## src/rtl/booth_mult_arbiter_if.sv

```systemverilog
// booth_mult_arbiter_if: requester and multiplier-side signals of the Booth multiplier arbiter
interface booth_mult_arbiter_if #(
  parameter int L_word = 4,
  parameter int N_REQ = 4,
  parameter int L_ID = 2
);
  logic [N_REQ-1:0] i_req;
  logic [N_REQ*L_word-1:0] i_word1;
  logic [N_REQ*L_word-1:0] i_word2;
  logic [N_REQ-1:0] o_gnt;
  logic o_valid;
  logic [L_ID-1:0] o_id;
  logic [2*L_word-1:0] o_product;
  logic o_err;
  logic o_busy;
  logic o_mul_start;
  logic [L_word-1:0] o_mul_word1;
  logic [L_word-1:0] o_mul_word2;
  logic i_mul_ready;
  logic [2*L_word-1:0] i_mul_product;
  logic i_mul_err;
  modport slave (
    input i_req, i_word1, i_word2, i_mul_ready, i_mul_product, i_mul_err,
    output o_gnt, o_valid, o_id, o_product, o_err, o_busy, o_mul_start, o_mul_word1, o_mul_word2
  );
  modport master (
    output i_req, i_word1, i_word2, i_mul_ready, i_mul_product, i_mul_err,
    input o_gnt, o_valid, o_id, o_product, o_err, o_busy, o_mul_start, o_mul_word1, o_mul_word2
  );
endinterface

```

## src/rtl/booth_mult_arbiter.sv

```systemverilog
// booth_mult_arbiter: round-robin sharing of one sequential Booth multiplier, with timeout
module booth_mult_arbiter #(
  parameter int L_word = 4,
  parameter int N_REQ = 4,
  parameter int L_ID = 2,
  parameter int T_MAX = 32
) (
  input logic i_clk,
  input logic i_rst_n,
  booth_mult_arbiter_if.slave bus
);
  typedef enum logic [1:0] {IDLE, START, WAIT_BUSY, WAIT_DONE} state_t;
  state_t state;
  logic [L_ID-1:0] ptr, id, win;
  logic [7:0] cnt;
  logic tmo;
  // Descending scan so the lane closest after ptr wins.
  always_comb begin
    win = ptr;
    for (int i = N_REQ; i >= 1; i--)
      if (bus.i_req[(int'(ptr) + i) % N_REQ]) win = L_ID'((int'(ptr) + i) % N_REQ);
  end
  assign tmo = cnt == 8'(T_MAX - 1);
  always_ff @(posedge i_clk) begin
    if (!i_rst_n) begin
      state <= IDLE;
      ptr <= L_ID'(N_REQ - 1);
      id <= '0;
      cnt <= '0;
      bus.o_gnt <= '0;
      bus.o_valid <= 1'b0;
      bus.o_id <= '0;
      bus.o_product <= '0;
      bus.o_err <= 1'b0;
      bus.o_busy <= 1'b0;
      bus.o_mul_start <= 1'b0;
      bus.o_mul_word1 <= '0;
      bus.o_mul_word2 <= '0;
    end else begin
      bus.o_gnt <= '0;
      bus.o_valid <= 1'b0;
      bus.o_mul_start <= 1'b0;
      case (state)
        IDLE: if (|bus.i_req) begin
          bus.o_gnt <= N_REQ'(1) << win;
          bus.o_mul_word1 <= bus.i_word1[int'(win)*L_word +: L_word];
          bus.o_mul_word2 <= bus.i_word2[int'(win)*L_word +: L_word];
          ptr <= win;
          id <= win;
          bus.o_busy <= 1'b1;
          state <= START;
        end
        START: begin
          bus.o_mul_start <= 1'b1;
          cnt <= '0;
          state <= WAIT_BUSY;
        end
        WAIT_BUSY: begin
          cnt <= cnt + 8'd1;
          if (tmo) begin
            bus.o_valid <= 1'b1;
            bus.o_err <= 1'b1;
            bus.o_product <= '0;
            bus.o_id <= id;
            bus.o_busy <= 1'b0;
            state <= IDLE;
          end else if (!bus.i_mul_ready) state <= WAIT_DONE;
        end
        WAIT_DONE: begin
          cnt <= cnt + 8'd1;
          if (bus.i_mul_ready || tmo) begin
            bus.o_valid <= 1'b1;
            bus.o_err <= bus.i_mul_ready ? bus.i_mul_err : 1'b1;
            bus.o_product <= bus.i_mul_ready ? bus.i_mul_product : '0;
            bus.o_id <= id;
            bus.o_busy <= 1'b0;
            state <= IDLE;
          end
        end
        default: state <= IDLE;
      endcase
    end
  end
endmodule

```

## src/flat_wrapper.sv

```systemverilog
// flat-port wrapper written by rule: the top's interface ports become plain ports
module booth_mult_arbiter_flat 
#(
  parameter int L_word = 4,
  parameter int N_REQ = 4,
  parameter int L_ID = 2,
  parameter int T_MAX = 32
)
  (i_clk, i_rst_n, bus_i_req, bus_i_word1, bus_i_word2, bus_i_mul_ready, bus_i_mul_product, bus_i_mul_err, bus_o_gnt, bus_o_valid, bus_o_id, bus_o_product, bus_o_err, bus_o_busy, bus_o_mul_start, bus_o_mul_word1, bus_o_mul_word2);
  booth_mult_arbiter_if #(.L_word(L_word), .N_REQ(N_REQ), .L_ID(L_ID)) bus_i ();
  input logic i_clk;
  input logic i_rst_n;
  input wire logic [$bits(bus_i.i_req)-1:0] bus_i_req;
  input wire logic [$bits(bus_i.i_word1)-1:0] bus_i_word1;
  input wire logic [$bits(bus_i.i_word2)-1:0] bus_i_word2;
  input wire logic [$bits(bus_i.i_mul_ready)-1:0] bus_i_mul_ready;
  input wire logic [$bits(bus_i.i_mul_product)-1:0] bus_i_mul_product;
  input wire logic [$bits(bus_i.i_mul_err)-1:0] bus_i_mul_err;
  output wire logic [$bits(bus_i.o_gnt)-1:0] bus_o_gnt;
  output wire logic [$bits(bus_i.o_valid)-1:0] bus_o_valid;
  output wire logic [$bits(bus_i.o_id)-1:0] bus_o_id;
  output wire logic [$bits(bus_i.o_product)-1:0] bus_o_product;
  output wire logic [$bits(bus_i.o_err)-1:0] bus_o_err;
  output wire logic [$bits(bus_i.o_busy)-1:0] bus_o_busy;
  output wire logic [$bits(bus_i.o_mul_start)-1:0] bus_o_mul_start;
  output wire logic [$bits(bus_i.o_mul_word1)-1:0] bus_o_mul_word1;
  output wire logic [$bits(bus_i.o_mul_word2)-1:0] bus_o_mul_word2;
  assign bus_i.i_req = bus_i_req;
  assign bus_i.i_word1 = bus_i_word1;
  assign bus_i.i_word2 = bus_i_word2;
  assign bus_i.i_mul_ready = bus_i_mul_ready;
  assign bus_i.i_mul_product = bus_i_mul_product;
  assign bus_i.i_mul_err = bus_i_mul_err;
  assign bus_o_gnt = bus_i.o_gnt;
  assign bus_o_valid = bus_i.o_valid;
  assign bus_o_id = bus_i.o_id;
  assign bus_o_product = bus_i.o_product;
  assign bus_o_err = bus_i.o_err;
  assign bus_o_busy = bus_i.o_busy;
  assign bus_o_mul_start = bus_i.o_mul_start;
  assign bus_o_mul_word1 = bus_i.o_mul_word1;
  assign bus_o_mul_word2 = bus_i.o_mul_word2;
  booth_mult_arbiter #(.L_word(L_word), .N_REQ(N_REQ), .L_ID(L_ID), .T_MAX(T_MAX)) u_core (.i_clk(i_clk), .i_rst_n(i_rst_n), .bus(bus_i));
endmodule
```

## config.mk

```make
export PLATFORM = sky130hd
export DESIGN_NAME = booth_mult_arbiter_flat
export DESIGN_NICKNAME = d
export VERILOG_FILES = /design/src/rtl/booth_mult_arbiter_if.sv /design/src/rtl/booth_mult_arbiter.sv /design/src/flat_wrapper.sv
export SDC_FILE = /design/constraint.sdc
export NUM_CORES = 1
export LEC_CHECK = 0
export CAP_MARGIN = 15
export CELL_PAD_IN_SITES_DETAIL_PLACEMENT = 1
export CELL_PAD_IN_SITES_GLOBAL_PLACEMENT = 2
export CORE_MARGIN = 8
export CORE_UTILIZATION = 25
export DETAILED_ROUTE_END_ITERATION = 8
export PLACE_DENSITY_LB_ADDON = 0.1
export SYNTH_ARGS = -nofsm -noshare
export SYNTH_HDL_FRONTEND = slang
export SYNTH_SLANG_ARGS = --single-unit
```

## constraint.sdc

```tcl
create_clock -name i_clk -period 2.2 [get_ports i_clk]
set_input_delay 0.22 -clock i_clk [delete_from_list [all_inputs] [get_ports i_clk]]
set_output_delay 0.22 -clock i_clk [all_outputs]
set_load 0.02 [all_outputs]
```

==> images/power_grid.png <==
Scale bar: 20 um. Pins as bars on the die edge.
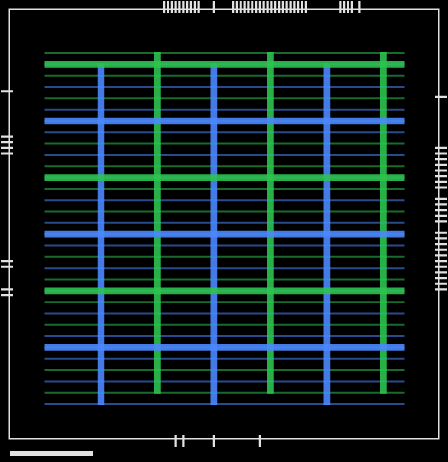
- blue: VSS
- green: VDD
- signal pins: 74
- met1 rails: 32
- met4 straps: 6
- met5 straps: 6
- rows: 31
largest vdd supply drop: 0.3118 mV
die height: 102.8 um
core footprint: 0.007292 mm^2
x dimension of the die: 102.8 um

==> images/io_fan.png <==
Scale bar: 20 um.
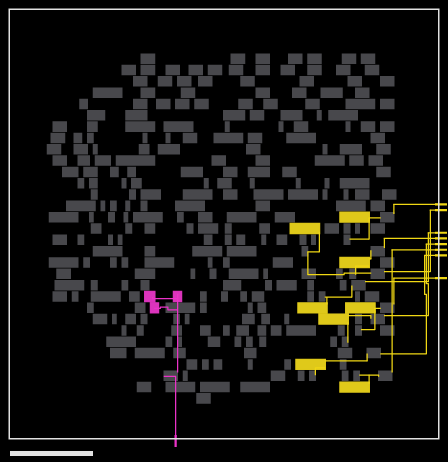
- magenta: bus_i_mul_ready (bits 1; direction input; end cells 3; buffers 1; wire 49.2 um)
- yellow: bus_o_product (bits 8; direction output; end cells 8; buffers 8; wire 313 um)
number of placed I/O pins: 74
count of buffers from port buffering: 73

==> deck_impl_summary.md <==
Implementation Results

Status
  • Result of the run: finished, final reports clean

Clocking
  • Root Driver: clkbuf_8
  • # Post-CTS Setup Buffers: 0
  • H-tree Lvls: 2
  • Hold-fix buffers, CTS: 0
  • Clk pin slew, worst setup/hold paths: around 80 ps
  • Post-CTS resize count: 0

Worst setup path
  • Arrival time of the worst setup path: 1930 ps
  • Ordered cell list for the critical path: mux2i_1 > nor2_1 > o311ai_4 > o221ai_2
  • Slowest library cell on the worst path: o311ai_4
  • Startpoint of the worst register-to-register path: u_core.ptr[1]
  • Worst r2r dst: u_core.bus.o_mul_word2[3]
  • Kind of end point of the critical path: register
  • Flop-to-flop setup slack: approximately 420 ps
  • Top cell family by delay on the critical path: AND-OR/OR-AND gates
  • Number of cells on the critical path: 4

Timing
  • Max-slew headroom: roughly 51%
  • Highest clock rate: 561.7 MHz
  • Time the worst path needs with I/O delays and setup: 1780 ps
  • Transition at the pin with the smallest max-transition slack: roughly 740 ps
  • Minimum setup slack in the final design: 419.8 ps

Placed design
  • Cell area reported after detailed placement: between 0.002 and 0.003 mm^2
  • RD Place Congestion: between 0.7 and 0.8

Final layout
  • Cell area after layout: ~0.0028 mm^2
  • Sequential fraction of total cell area: around 28%
  • Number of signal-net buffers in the layout: 83
  • Area of combinational cells with multiple inputs: 982.2 um^2
  • Number of clock buffers in the layout: 6
  • Layout Area Growth over Synthesis: 50.33%
  • Number of logic gates: 147
  • Signal buf overhead: 28.89%
  • Storage element area: roughly 800 um^2
  • Seq_cells: 40
  • Clock distribution area overhead in the final layout: under 10%
  • Comb/total area: 34.67%
  • Inverters excl. clock: 4
  • Share of final-layout standard cells stronger than drive strength 1: roughly an eighth

Route
  • Via count normalized by instance count: ~4.6
  • Via total after detailed routing: 1770
  • DRC Markers: 0
  • Routed wire length: 6.106 mm
  • Number of DRC markers after the initial detailed-route iteration: 38

Logic synthesis
  • FF+latch count, synth: 40
  • Count leader, synth: dfxtp_1
  • Netlist Area Pre-Place: roughly 0.0019 mm^2
  • Cell total in the yosys stat output: between 200 and 250
  • Most common library cells after synthesis: 40 x dfxtp_1, 21 x a21oi_1, 17 x mux2i_1, 17 x nor2_1, 16 x o21ai_0
  • Unique masters post-synth: 38
  • Library cell occupying the most area in the post-synthesis netlist: dfxtp_1
  • Post-synthesis area per instance: 9.192 um^2
  • Area of the synthesized netlist per yosys stat: 0.001884 mm^2
  • Instance tally after logic synthesis: 205

Global route
  • Number of antenna violations at the first check in global routing: 0
  • Largest net degree at the start of global routing: 21
  • Number of global-route vias before repair: between 1500 and 2000
  • Most congested layer reported by global routing: met2
  • Global-route usage over all layers: 11.56%
  • Met1 demand-to-capacity share in global routing: 14.42%
  • Overall overflow remaining after global route: 0
  • Global Route met2 Usage: 19.33%

Power
  • Comb pwr: 0.000593 W
  • Clock Power Share: 26.1%
  • Net switching share of the total power: 30.72%
  • P per Cell Area: 682.5 mW/mm^2

Run
  • Max-cap check violation count: 0

Floorplan
  • Overall chip area: between 0.01 and 0.015 mm^2
  • Site row count: 31
  • Number of tap cells inserted: just under 100

Min path
  • Classification of the worst-slack hold path: reg2reg
[stage by stage]
step	instances	power, W
after global routing	381	0.002047
after detailed placement	373	0.001459
after CTS	381	0.001978
after global placement	373	0.001460
after floorplan	205	0.001189
final	381	0.001933
[registers in the layout (all words and copies together) (netlist names)]
name	count
u_core.bus.o_gnt	4
u_core.ptr	2
u_core.bus.o_busy	1
u_core.state	2
u_core.cnt	8
u_core.id	2
u_core.bus.o_mul_word1	4
u_core.bus.o_err	1
u_core.bus.o_mul_word2	4
u_core.bus.o_product	8
u_core.bus.o_valid	1
u_core.bus.o_mul_start	1
u_core.bus.o_id	2
[per-layer routing]
| layer | vias to the layer above | wire (um) |
|---|---|---|
| met2 | 38 | 2895 |
| met3 | 5 | 319 |
| li1 | 896 | - |
| met5 | - | 0 |
| met4 | 0 | 45 |
| met1 | 831 | 2845 |
[logic make-up after synthesis]
group	share of synthesized area, %
mux	9.030
compound gates	21.78
fa+ha+maj	0.6639
flops	42.50
xor+xnor	1.395
simple gates	18.92
buf+inv	5.710
[worst min-delay path by stage]
| stage | end | slack, ps | startpoint |
|---|---|---|---|
| 2_1_floorplan | u_core.bus.o_product[0] | 360 | bus_i_mul_product[0] |
| 3_5_place_dp | u_core.bus.o_mul_word2[2] | 460 | u_core.bus.o_mul_word2[2] |
| 6_report | u_core.bus.o_mul_word1[3] | 470 | u_core.bus.o_mul_word1[3] |
| 4_1_cts | u_core.bus.o_product[0] | 470 | bus_i_mul_product[0] |
| 5_1_grt | u_core.bus.o_mul_word1[3] | 500 | u_core.bus.o_mul_word1[3] |
| 3_3_place_gp | u_core.bus.o_mul_word1[3] | 450 | u_core.bus.o_mul_word1[3] |
No activity file was given, so power comes from the tool's default toggle rates.
